`src/rtl/conv3x3_stream.sv`:
```
// Streaming 3x3 convolution over row-triplet column samples.
// Column window -> products -> sum -> normalise/clamp, with row and frame end flags.
module conv3x3_stream #(
   parameter int unsigned DATA_W = 8,
   parameter int unsigned COEF_W = 4,
   parameter int unsigned IMG_W  = 640,
   parameter int unsigned IMG_H  = 480
) (
   input  logic                  clk,
   input  logic                  rst,
   input  logic                  ready,
   input  logic                  valid_i,
   input  logic [DATA_W-1:0]     fifo1_data_i,
   input  logic [DATA_W-1:0]     fifo2_data_i,
   input  logic [DATA_W-1:0]     fifo3_data_i,
   input  logic [9*COEF_W-1:0]   kernel_i,
   input  logic [3:0]            shift_i,
   input  logic                  mode_i,
   output logic [DATA_W-1:0]     data_o,
   output logic                  valid_o,
   output logic                  done,
   output logic                  done_o,
   output logic                  busy_o
);

   localparam int unsigned CW = (IMG_W > 1) ? $clog2(IMG_W) : 1;
   localparam int unsigned RW = $clog2(IMG_H);
   localparam int unsigned PW = DATA_W + 1 + COEF_W;
   localparam int unsigned SW = DATA_W + COEF_W + 5;
   localparam logic [SW-1:0] PIX_MAX = {{(SW-DATA_W){1'b0}}, {DATA_W{1'b1}}};

   typedef enum logic [1:0] {IDLE, RUN, DRAIN} state_t;

   state_t                  state;
   logic [CW-1:0]           col;
   logic [RW-1:0]           row;
   logic [9*COEF_W-1:0]     kern_q;
   logic [3:0]              shift_q;
   logic                    mode_q;
   logic [DATA_W-1:0]       win [3][3];
   logic                    w_valid, w_row_end, w_frame_end;
   logic                    p_valid, p_row_end, p_frame_end;
   logic                    s_valid, s_row_end, s_frame_end;
   logic signed [COEF_W-1:0] coef_c [9];
   logic signed [PW-1:0]    prod [9];
   logic signed [SW-1:0]    sum_c, sum_q;
   logic signed [SW-1:0]    ash_c;
   logic [SW-1:0]           mag_c, lsh_c;
   logic [DATA_W-1:0]       res_c;
   logic                    accept_c, col_last_c, row_last_c;

   assign accept_c   = (state == RUN) && valid_i;
   assign col_last_c = (col == CW'(IMG_W - 1));
   assign row_last_c = (row == RW'(IMG_H - 3));

   // Control FSM, counters and column window; win[r][0] holds the oldest column.
   always_ff @(posedge clk) begin
      if (rst) begin
         state       <= IDLE;
         busy_o      <= 1'b0;
         col         <= '0;
         row         <= '0;
         kern_q      <= '0;
         shift_q     <= '0;
         mode_q      <= 1'b0;
         w_valid     <= 1'b0;
         w_row_end   <= 1'b0;
         w_frame_end <= 1'b0;
         for (int r = 0; r < 3; r++)
            for (int c = 0; c < 3; c++)
               win[r][c] <= '0;
      end else begin
         w_valid     <= accept_c && (col >= CW'(2));
         w_row_end   <= accept_c && col_last_c;
         w_frame_end <= accept_c && col_last_c && row_last_c;
         case (state)
            IDLE: begin
               if (ready) begin
                  state   <= RUN;
                  busy_o  <= 1'b1;
                  kern_q  <= kernel_i;
                  shift_q <= shift_i;
                  mode_q  <= mode_i;
                  col     <= '0;
                  row     <= '0;
               end
            end
            RUN: begin
               if (valid_i) begin
                  for (int r = 0; r < 3; r++) begin
                     win[r][0] <= win[r][1];
                     win[r][1] <= win[r][2];
                  end
                  win[0][2] <= fifo1_data_i;
                  win[1][2] <= fifo2_data_i;
                  win[2][2] <= fifo3_data_i;
                  if (col_last_c) begin
                     col <= '0;
                     row <= row + RW'(1);
                     if (row_last_c) state <= DRAIN;
                  end else begin
                     col <= col + CW'(1);
                  end
               end
            end
            DRAIN: begin
               if (done_o) begin
                  state  <= IDLE;
                  busy_o <= 1'b0;
               end
            end
            default: begin
               state  <= IDLE;
               busy_o <= 1'b0;
            end
         endcase
      end
   end

   always_comb begin
      for (int i = 0; i < 9; i++)
         coef_c[i] = $signed(kern_q[i*COEF_W +: COEF_W]);
   end

   // Datapath registers; qualified by the valid pipeline, so no reset needed.
   always_ff @(posedge clk) begin
      for (int i = 0; i < 9; i++)
         prod[i] <= PW'($signed({1'b0, win[i/3][i%3]})) * PW'(coef_c[i]);
      sum_q <= sum_c;
   end

   always_comb begin
      sum_c = '0;
      for (int i = 0; i < 9; i++)
         sum_c = sum_c + SW'(prod[i]);
   end

   always_comb begin
      ash_c = sum_q >>> shift_q;
      mag_c = sum_q[SW-1] ? $unsigned(-sum_q) : $unsigned(sum_q);
      lsh_c = mag_c >> shift_q;
      res_c = '0;
      if (!mode_q) begin
         if (ash_c[SW-1])                  res_c = '0;
         else if ($unsigned(ash_c) > PIX_MAX) res_c = '1;
         else                              res_c = ash_c[DATA_W-1:0];
      end else begin
         if (lsh_c > PIX_MAX) res_c = '1;
         else                 res_c = lsh_c[DATA_W-1:0];
      end
   end

   always_ff @(posedge clk) begin
      if (rst) begin
         p_valid     <= 1'b0;
         p_row_end   <= 1'b0;
         p_frame_end <= 1'b0;
         s_valid     <= 1'b0;
         s_row_end   <= 1'b0;
         s_frame_end <= 1'b0;
         data_o      <= '0;
         valid_o     <= 1'b0;
         done        <= 1'b0;
         done_o      <= 1'b0;
      end else begin
         p_valid     <= w_valid;
         p_row_end   <= w_row_end;
         p_frame_end <= w_frame_end;
         s_valid     <= p_valid;
         s_row_end   <= p_row_end;
         s_frame_end <= p_frame_end;
         valid_o     <= s_valid;
         done        <= s_valid && s_row_end;
         done_o      <= s_valid && s_frame_end;
         if (s_valid) data_o <= res_c;
      end
   end

endmodule

```
`config.mk`:
```
export PLATFORM = sky130hd
export DESIGN_NAME = conv3x3_stream
export DESIGN_NICKNAME = d
export VERILOG_FILES = /design/src/rtl/conv3x3_stream.sv
export SDC_FILE = /design/constraint.sdc
export NUM_CORES = 1
export LEC_CHECK = 0
export ABC_AREA = 1
export CORE_AREA = 8 8 263 265
export DETAILED_ROUTE_END_ITERATION = 7
export DIE_AREA = 0 0 271 273
export GPL_ROUTABILITY_DRIVEN = 1
export GPL_TIMING_DRIVEN = 0
export PLACE_DENSITY = 0.48
export SLEW_MARGIN = 20
export SYNTH_ARGS = -nofsm -noshare
export SYNTH_HDL_FRONTEND = slang
export SYNTH_SLANG_ARGS = --single-unit
```
`constraint.sdc`:
```
create_clock -name clk -period 19.7 [get_ports clk]
set_input_delay 3.94 -clock clk [delete_from_list [all_inputs] [get_ports clk]]
set_output_delay 3.94 -clock clk [all_outputs]
set_load 0.01 [all_outputs]
```
Fig. 1: run 1, clock nets
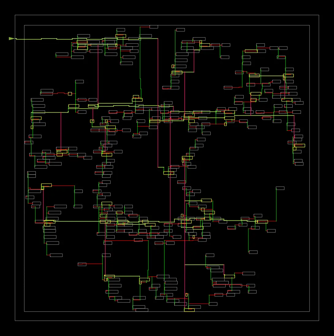
Clock Skew: 0.0242 ns
CTS buffer count: 37
clock network power: 0.668 mW
clock buffers: 48
registers: 289

Fig. 2: run 1, I/O pins on the die edge
Pins as bars across the die edge, other pins in gray.
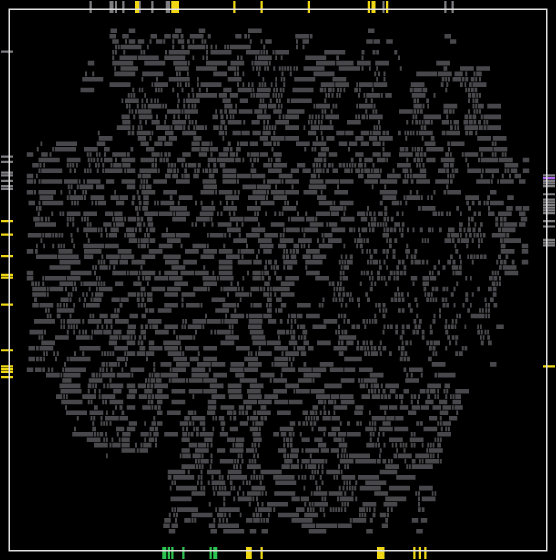
[`fifo3_data_i`] green | pins: 8 | direction: input | edge: bottom
[`ready`] purple | pins: 1 | direction: input | edge: right
[`kernel_i`] yellow | pins: 36 | direction: input | edge: 13 top, 11 left, 11 bottom, 1 right
Die Width: 271 um
die height: 273 um

Fig. 3: run 1, signal wires by layer
Only two layers are drawn.
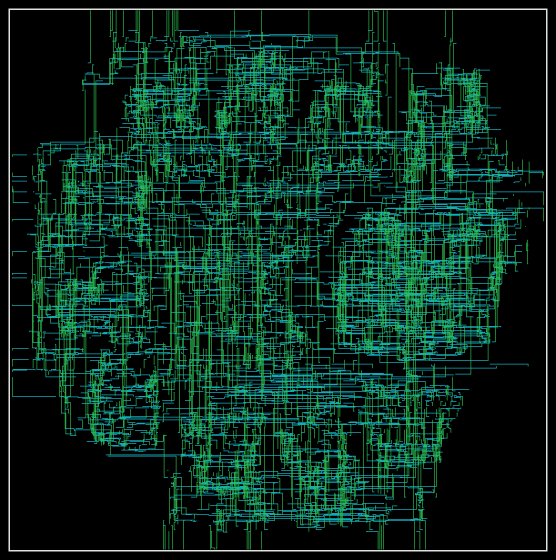
[met1] cyan | wire length: 26.4 mm
[met2] green | wire length: 26.9 mm
WL final: 57400 um
routed len/inst: 15.5 um

==> flow_metrics.py, run 1 <==
# Physical implementation metrics
metrics = {
    "job": {
        "warnings": 28,
        "maxCapViolations": 0,
    },
    "clocking": {
        "cts_tree": "done",
        "post-cts-setup-buffers": 0,
        "cts_resized": 0,
        "root_buffer": "clkbuf_16",
        "cts_sinks": 289,
        "ctsHoldBuffers": 0,
        "ctsLongestPathBuffers": 3,
        "clkTransAtPathRegs_ns": 0.06,
        "clkLatencyLatePin_ns": 0.56,
        "htreeDepth": 2,
    },
    "hold_path": {
        "holdCritPathClass": "reg -> reg",
        "worstHoldEndpoint": "p_valid",
        "min_path_cells": 2,
        "min_from": "w_valid",
    },
    "setup_path": {
        "worstSetupStartpointType": "primary input",
        "critPathKind": "in -> reg",
        "cp-startpoint": "rst",
        "crit_arrival_ns": 6.64,
        "rr_worst_depth": 19,
        "crit_end": "win[0][46]",
        "reg2reg_to": "sum_q[16]",
        "r2r_slack_ns": 15.10,
        "timing.rr.start": "prod[0][80]",
        "cp.required_ns": 19.99,
        "setup.worst_path.end_class": "register",
        "critPathMaxFanout": 23,
    },
    "logic_synthesis": {
        "ys_seq_share_pct": 29.0,
        "async_reset_ff_share_pct": 0,
        "synth.avg_cell_area_um2": 8.35,
        "netlist_top_cells_count": "inv_1, nand2_1, ha_1",
        "ys.flops": 289,
        "synthCells": 2684,
        "top_area_cell": "dfxtp_1",
        "ys_area_um2": 22400,
        "yosysCellCount": 2684,
        "synth_nets": 3211,
        "area_leaders": "dfxtp_1, fa_1, ha_1",
        "edf_count": 72,
        "synth.distinct_cells": 44,
        "top_area_share_pct": 19.4,
        "synthFlopType": "dfxtp_1",
        "most_common_cell": "inv_1",
        "yosysWarningCount": 0,
        "synth_area_um2": 22400,
    },
    "sta": {
        "fmax_mhz": 157,
        "tns_ns": 0,
        "min_period_over_period_pct": 32.2,
        "finalSetupViolCount": 0,
        "period_minus_slack_ns": 6.35,
        "maxSlewViolCount": 0,
        "layout_setup_ws_ns": 13.35,
        "finalHoldViolCount": 0,
        "rsz0062_at_grt": "no",
        "slew_headroom_pct": 23.6,
        "worstMarginPinSlew_ns": 1.15,
    },
    "global_routing": {
        "grt_usage_pct": 15.7,
        "grt_pass1_wl_um": 93100,
        "top_usage_layer": "met2",
        "use_met1_pct": 20.3,
        "grt_pass1_vias": 17500,
        "grt-ovfl-total": 0,
        "met2_usage_pct": 26.7,
        "use_met3_pct": 2.60,
        "grt_antenna_before_repair": 4,
        "grt_max_degree": 24,
    },
    "drt": {
        "wl_met2_um": 26900,
        "wl_met3_um": 2430,
        "drtIter0Drc": 637,
        "vias": 16700,
        "antenna_left": 0,
        "remaining_drc_errors": 0,
        "via_per_inst": 4.52,
        "top_layer": "met4",
        "dr.pass1.iters": 5,
        "drt-met1-wl_um": 26400,
    },
    "final_layout": {
        "nFillCells": 6664,
        "fin_area_um2": 25600,
        "area_growth_pct": 14.2,
        "drive_above_1_share_pct": 4.66,
        "nNetsFinal": 3333,
        "finalNonFillerCells": 3699,
    },
    "floorplanning": {
        "core-area_um2": 65000,
        "die-area_um2": 74000,
        "num_rows": 94,
        "io_pins": 81,
        "fp_util_pct": 34.5,
    },
    "placement": {
        "port_buffers": 80,
        "hpwl_um": 47400,
        "gp_congestion": 0.875,
        "dp.cells": 3631,
        "place_area_um2": 24400,
        "dp_slack_ns": 12.77,
    },
    "power": {
        "ir_worst_vdd_mv": 0.130,
        "p_per_area_nw_per_um2": 109,
        "fin_total_pwr_mw": 2.80,
        "leakage_nw": 13.4,
    },
    "run_status": {
        "outcome": "completed",
    },
}
run 1: cells in the final DEF, fill, tap and decap left out, drive strengths merged, types with 17 or more instances in the layout:
cell and instances:
or2 17, xor2 60, nor2 251, buf 24, fa 211, a21oi 108
inv 611, nand2 455, dfxtp 217, edfxtp 72, o21ai 128, clkinv 17
ha 247, nand3 113, xnor2 29, clkbuf 105, clkdlybuf4s50 80
run 1: area by class of cell:
cell class | instances | area (um^2) | area share, %
buffer | 78 | 333 | 1.30
tap | 864 | 1080 | 4.22
clock inverter | 19 | 155 | 0.606
clock buffer | 48 | 1060 | 4.13
timing repair buffer | 83 | 876 | 3.42
sequential | 289 | 6510 | 25.4
inverter | 612 | 2300 | 8.97
multi-input combinational | 1705 | 13300 | 51.9
antenna | 1 | 2.50 | 0.00977
run 1: through the flow:
step / hold slack (ns) / utilization (%)
after global placement: 0.390 / 37.4
after CTS: 0.404 / 39.4
final: 0.400 / 39.4
after floorplan: 0.388 / -
after detailed placement: 0.396 / 37.5
after global routing: 0.414 / 39.4
run 1: sequential cells by signal, summed over array words and instances, names as in the netlist, 2 cells and up:
name and cells:
prod 117, sum_q 17, row 9, kern_q 36, data_o 8, shift_q 4
state 2, col 10, win 72
run 1: where the power goes:
group,switching (mW),internal [mW],total [mW]
Combinational,0.828,0.550,1.38
Clock,0.273,0.395,0.668
Sequential,0.0588,0.697,0.756
Total,1.16,1.64,2.80
run 1: logic make-up after synthesis:
logic type | synth area share, %
mux | 0.446
xor+xnor | 3.48
flops | 29.0
buf+inv | 11.7
simple gates | 16.1
fa+ha+maj | 32.6
compound gates | 6.66
run 1: critical path, cell delays in order:
cell	delay, ns
clkdlybuf4s50_1	0.54
inv_1	0.14
clkbuf_1	0.42
buf_1	0.72
o21ai_4	0.37
buf_16	0.28
buf_12	0.17
Fig. 4: run 1, sequential cells grouped by signal name
Scale bar: 100 um. Other sequential cells in the stronger gray, the rest of the logic in the fainter gray.
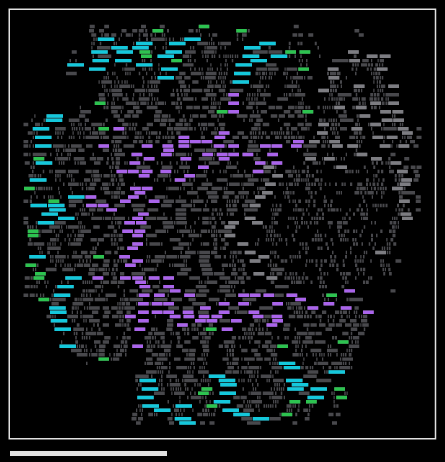

## Run 2: what changed since run 1
clock period = 6.6 ns   (was 19.7 ns; I/O delays follow)
Fig. 5: run 2, sequential cells grouped by signal name
Scale bar: 100 um. Other sequential cells in the stronger gray, the rest of the logic in the fainter gray.
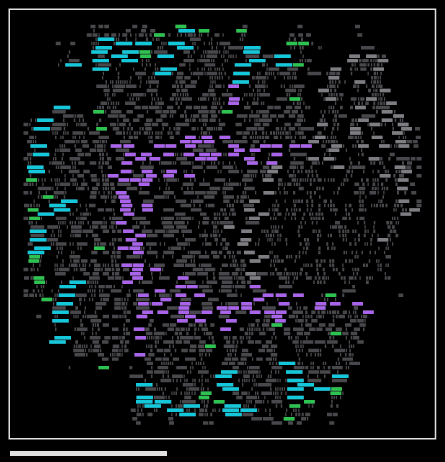
[`prod`] purple | sequential cells: 117
[`kern_q`] green | sequential cells: 36 | where: widely spread
[`win`] cyan | sequential cells: 72
register area: 6510 um^2
seq pwr: 2.26 mW
final core utilization: 39.4%
sequential cell area share: 25.4%

==> run 2 against run 1 <==
  * Register-to-register slack worse by 13 ns
  * Power grew to 3.0 times the previous value
  * Worst hold slack worse by 0.0086 ns
==> flow_metrics.py, run 2 <==
# Physical implementation metrics
metrics = {
    "run_status": {
        "outcome": "completed",
    },
    "logic_synthesis": {
        "top_area_share_pct": 19.4,
        "ys_area_um2": 22400,
        "edf_count": 72,
        "top_area_cell": "dfxtp_1",
        "synth.avg_cell_area_um2": 8.35,
        "synthCells": 2684,
        "synthFlopType": "dfxtp_1",
        "yosysCellCount": 2684,
        "async_reset_ff_share_pct": 0,
        "synth_area_um2": 22400,
        "synth_nets": 3211,
        "most_common_cell": "inv_1",
    },
    "setup_path": {
        "worstSetupStartpointType": "register",
        "slowest_stage": "fa_1",
        "max_stage_delay_ns": 0.63,
        "cp-startpoint": "prod[0][80]",
        "crit_end": "sum_q[16]",
        "critPathMaxFanout": 2,
        "crit_arrival_ns": 5.08,
        "cp.required_ns": 7.08,
        "r2r_slack_ns": 2.00,
        "crit_top_cell": "fa_1",
        "timing.rr.start": "prod[0][80]",
        "critPathKind": "reg -> reg",
        "setup.worst_path.end_class": "register",
    },
    "job": {
        "warnings": 28,
        "maxCapViolations": 0,
    },
    "sta": {
        "min_period_over_period_pct": 69.7,
        "fmax_mhz": 217,
        "rsz0062_at_grt": "no",
        "finalHoldViolCount": 0,
        "worstMarginPinSlew_ns": 1.18,
        "slew_headroom_pct": 21.1,
        "period_minus_slack_ns": 4.60,
    },
    "global_routing": {
        "grt-ovfl-total": 0,
        "grt_max_degree": 24,
        "grt_pass1_vias": 17500,
        "grt_usage_pct": 15.7,
        "grt_pass1_wl_um": 93000,
        "grt_antenna_before_repair": 3,
    },
    "final_layout": {
        "top_register": "prod",
        "nNetsFinal": 3334,
        "antennaDiodeCount": 0,
        "nFillCells": 6667,
        "lay_top_cells": "inv_1, nand2_1, ha_1",
        "area_growth_pct": 14.4,
        "lay_top_count": "inv_1",
    },
    "clocking": {
        "cts_sinks": 289,
        "htreeDepth": 2,
        "cts_resized": 0,
        "clkTransAtPathRegs_ns": 0.05,
        "post-cts-setup-buffers": 0,
        "clkLatencyLatePin_ns": 0.56,
        "root_buffer": "clkbuf_16",
    },
    "drt": {
        "antenna_left": 0,
        "dr.pass1.iters": 5,
        "drtIter0Drc": 667,
        "routedWlPerCell_um": 15.5,
        "wl_um": 57400,
        "via_per_inst": 4.55,
        "vias": 16800,
        "remaining_drc_errors": 0,
    },
    "power": {
        "p_int_mw": 4.97,
        "power.share.sequential_pct": 26.7,
        "clkPwrFrac_pct": 24.4,
        "fin_total_pwr_mw": 8.44,
        "p_sw_mw": 3.47,
        "leakage_nw": 13.4,
        "p_comb_share_pct": 48.8,
    },
    "hold_path": {
        "min_path_cells": 2,
        "worstHoldEndpoint": "s_row_end",
    },
    "placement": {
        "gp_congestion": 0.875,
        "hpwl_um": 47500,
        "port_buffers": 80,
    },
    "floorplanning": {
        "io_pins": 81,
        "core-area_um2": 65000,
    },
}
## run 2: metal layers
layer	vias up	wire (um)	GRT usage [%]	part of all wire [%]
li1	8489	-	-	-
met1	8021	26600	20.5	46
met2	250	27000	26.8	47
met3	75	1920	1.98	3.4
met4	0	1830	5.37	3.2
met5	-	0	0	0
## run 2: critical path: cells and delay by family, from the launching register on
kind | cells | cell delay, ns
compound gates | 6 | 0.93
xor+xnor | 1 | 0.15
buf+inv | 3 | 0.19
fa+ha+maj | 6 | 2.70
simple gates | 3 | 0.24
flops | 1 | 0.33
## run 2: power groups by stage
stage	registers [mW]	clock network, mW	logic [mW]
floorplan	2.23	0	3.18
global placement	2.30	0	4.11
detailed placement	2.29	0	4.15
CTS	2.26	2.14	4.18
global route	2.28	2.20	4.84
finish	2.26	2.06	4.12
## run 2: metrics by stage
stage               cell area (um^2)  setup WS [ns]  TNS, ns  hold WS (ns)  instances
detailed placement             24400           1.96        0         0.394       3631
floorplan                      22400           1.50        0         0.388       2684
global placement               24300          -1.41   -99.95         0.390       3628
CTS                            25600           1.93        0         0.400       3698
finish                         25600           2.00        0         0.391       3698
global route                   25600           1.69        0         0.411       3698
## run 2: cells by family after synthesis
| kind of cell | after synthesis | share of synthesized area [%] |
|---|---|---|
| compound gates | 275 | 6.66 |
| xor+xnor | 89 | 3.48 |
| fa+ha+maj | 458 | 32.6 |
| buf+inv | 690 | 11.7 |
| flops | 289 | 29.0 |
| mux | 10 | 0.446 |
| simple gates | 873 | 16.1 |
## run 2: final cells by class
class	count	area (um^2)	area share, %
buffer	78	333	1.30
tap	864	1080	4.22
clock inverter	13	115	0.449
clock buffer	54	1130	4.43
multi-input combinational	1705	13300	51.9
timing repair buffer	83	876	3.42
sequential	289	6510	25.4
inverter	612	2300	8.96
## Run 3: what changed since run 2
PLACE_DENSITY = 0.5   (was 0.48)
clock period = 3.69 ns   (was 6.6 ns; I/O delays follow)
==> run 3 against run 2 <==
  * The flow now finishes with violations (negative setup slack)
  * Clock power up 85%
  * Power up 99%
  * Die area unchanged
  * Via count up 2.1%
  * Combinational power up 120%
  * Routed wire length up 2.4%
  * Sequential share of layout area down 1.2 points
  * Critical endpoint unchanged
==> flow_metrics.py, run 3 <==
# Physical implementation metrics
metrics = {
    "logic_synthesis": {
        "synth_nets": 3211,
        "ys_area_um2": 22400,
        "top_area_share_pct": 19.4,
        "synthCells": 2684,
        "async_reset_ff_share_pct": 0,
        "ys.flops": 289,
        "yosysCellCount": 2684,
        "most_common_cell": "inv_1",
        "yosysWarningCount": 0,
        "synthFlopType": "dfxtp_1",
        "synth_area_um2": 22400,
        "edf_count": 72,
        "ys_seq_share_pct": 29.0,
        "synth.distinct_cells": 44,
        "synth.avg_cell_area_um2": 8.35,
        "netlist_top_cells_count": "inv_1, nand2_1, ha_1",
        "top_area_cell": "dfxtp_1",
        "area_leaders": "dfxtp_1, fa_1, ha_1",
    },
    "sta": {
        "rsz0062_at_grt": "yes",
        "holdWs_ns": 0.399,
        "worstMarginPinSlew_ns": 1.01,
        "slew_headroom_pct": 32.7,
        "finalSetupViolCount": 9,
        "period_minus_slack_ns": 4.27,
        "min_period_over_period_pct": 116,
        "maxSlewViolCount": 0,
        "finalHoldViolCount": 0,
        "layout_setup_ws_ns": -0.577,
        "tns_ns": -2.76,
        "fmax_mhz": 234,
    },
    "clocking": {
        "htreeDepth": 2,
        "clkTransAtPathRegs_ns": 0.05,
        "ctsLongestPathBuffers": 3,
        "cts_tree": "done",
        "root_buffer": "clkbuf_16",
    },
    "setup_path": {
        "crit_arrival_ns": 4.74,
        "timing.rr.start": "prod[0][5]",
        "critPathMaxFanout": 5,
        "r2r_slack_ns": -0.58,
        "cp_cell_sequence": "inv_1, fa_1, inv_1, fa_1, fa_1, inv_1, fa_1, inv_1, ha_1, nand2_1, o21ai_2, nand2_1, nand2_1, a21oi_2, o21ai_2, a21oi_1, o21bai_1, nand2_1, o21ai_1, xor2_1",
        "cp-startpoint": "prod[0][5]",
        "slowest_stage": "fa_1",
        "crit_cells": 20,
        "max_stage_delay_ns": 0.53,
        "worstSetupStartpointType": "register",
        "cp.required_ns": 4.16,
        "crit_end": "sum_q[16]",
        "reg2reg_to": "sum_q[16]",
        "critPathTopFamily": "adder cells",
        "critPathKind": "reg -> reg",
        "path_buffers": 4,
        "setup.worst_path.end_class": "register",
        "rr_worst_depth": 20,
    },
    "final_layout": {
        "antennaDiodeCount": 0,
        "lay_top_count": "inv_1",
        "finalNonFillerCells": 3763,
        "seq_area_um2": 6570,
        "logic_area_um2": 14100,
        "nFillCells": 6416,
        "top_register": "prod",
        "nNetsFinal": 3400,
        "final_core_util_pct": 41.8,
        "largest_reg_flops": 117,
        "fin_area_um2": 27200,
        "largestRegisters": "prod x117, win x72, kern_q x36",
        "drive_above_1_share_pct": 14.9,
        "lay_top_cells": "inv_1, nand2_1, nor2_1",
        "area_growth_pct": 21.2,
    },
    "drt": {
        "remaining_drc_errors": 0,
        "antenna_left": 0,
        "vias": 17200,
        "wl_um": 58800,
        "wl_met3_um": 2270,
        "via_per_inst": 4.57,
        "routedWlPerCell_um": 15.6,
        "dr.pass1.iters": 5,
        "wl_met2_um": 27900,
        "drtIter0Drc": 791,
        "top_layer": "met5",
        "drt-met1-wl_um": 26400,
    },
    "global_routing": {
        "grt_pass1_vias": 17800,
        "grt_pass1_wl_um": 94000,
        "use_met1_pct": 20.3,
        "top_usage_layer": "met2",
        "grt_max_degree": 25,
        "grt_usage_pct": 15.9,
        "met2_usage_pct": 27.1,
        "grt_antenna_before_repair": 2,
        "use_met3_pct": 2.19,
    },
    "run_status": {
        "violations": "negative setup slack",
        "outcome": "finished with violations",
    },
    "floorplanning": {
        "num_rows": 94,
        "die_h_um": 273,
        "core-area_um2": 65000,
        "die_x_um": 271,
        "fp_util_pct": 34.5,
        "io_pins": 81,
    },
    "job": {
        "maxCapViolations": 0,
        "warnings": 31,
    },
    "placement": {
        "port_buffers": 80,
        "gp_congestion": 0.902,
        "hpwl_um": 47000,
        "dp_slack_ns": -0.769,
        "place_area_um2": 24400,
        "dp.cells": 3631,
    },
    "power": {
        "ir_worst_vdd_mv": 1.06,
        "fin_total_pwr_mw": 16.8,
        "p_per_area_nw_per_um2": 617,
        "leakage_nw": 13.8,
    },
    "hold_path": {
        "holdCritPathClass": "reg -> reg",
    },
}
==> run 3: netlist changes by cell type in the layout (fill, tap and decap cells not counted), sizes merged <==
cell      before  now
clkinvlp       0    3
inv          610  612
buf           24  108
clkinv        14    5
bufinv         1    3
clkbuf       111   94
==> run 3: logic make-up (layout without fill, tap and decap cells) <==
logic type,after synthesis,in the layout,share of synthesized area (%)
flip-flops,289,289,29.0
AND/OR/NAND/NOR,873,873,16.1
multiplexers,10,10,0.446
AND-OR/OR-AND,275,275,6.66
adder cells (fa/ha/maj),458,458,32.6
XOR/XNOR,89,89,3.48
buffers and inverters,690,905,11.7
==> run 3: what timing repair did <==
action,in CTS,in global routing
pin swaps,32,157
resized,84,179
buffers inserted,30,59
setup endpoints to repair,41,33
hold buffers,0,0
==> run 3: layout make-up <==
cell class                      instances  share of cell area [%]
Clock inverter                         11                   0.552
Inverter                              612                    8.54
Clock buffer                           55                    4.23
Buffer                                 61                    1.03
Sequential cell                       289                    24.2
Tap cell                              864                    3.98
Multi-Input combinational cell       1705                    52.0
Timing Repair Buffer                  166                    5.55
==> run 3: where the power goes <==
part           internal [mW]  total [mW]  switching (mW)
combinational           3.83        8.87            5.03
clock                   2.37        3.82            1.44
sequential              3.73        4.08           0.351
total                   9.94        16.8            6.83
==> run 3: worst min path at each step <==
stage / cells after the start / startpoint / endpoint / slack (ns)
2_1_floorplan: 2 / w_frame_end / p_frame_end / 0.39
3_3_place_gp: 2 / p_frame_end / s_frame_end / 0.39
3_5_place_dp: 2 / p_frame_end / s_frame_end / 0.39
4_1_cts: 2 / w_valid / p_valid / 0.40
5_1_grt: 2 / p_row_end / s_row_end / 0.42
6_report: 2 / w_valid / p_valid / 0.40
Fig. 6: run 3, clock nets
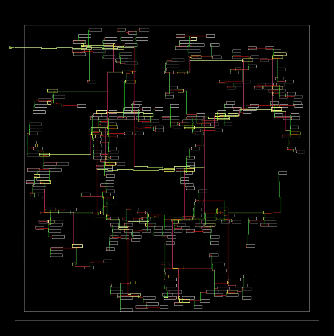
clk sinks: 289
CTS buffer count: 38
clock buffers: 55
Clock Skew: 0.0189 ns
worst skew pair latency: 0.54 ns

Power is estimated from default activity; no workload was simulated.
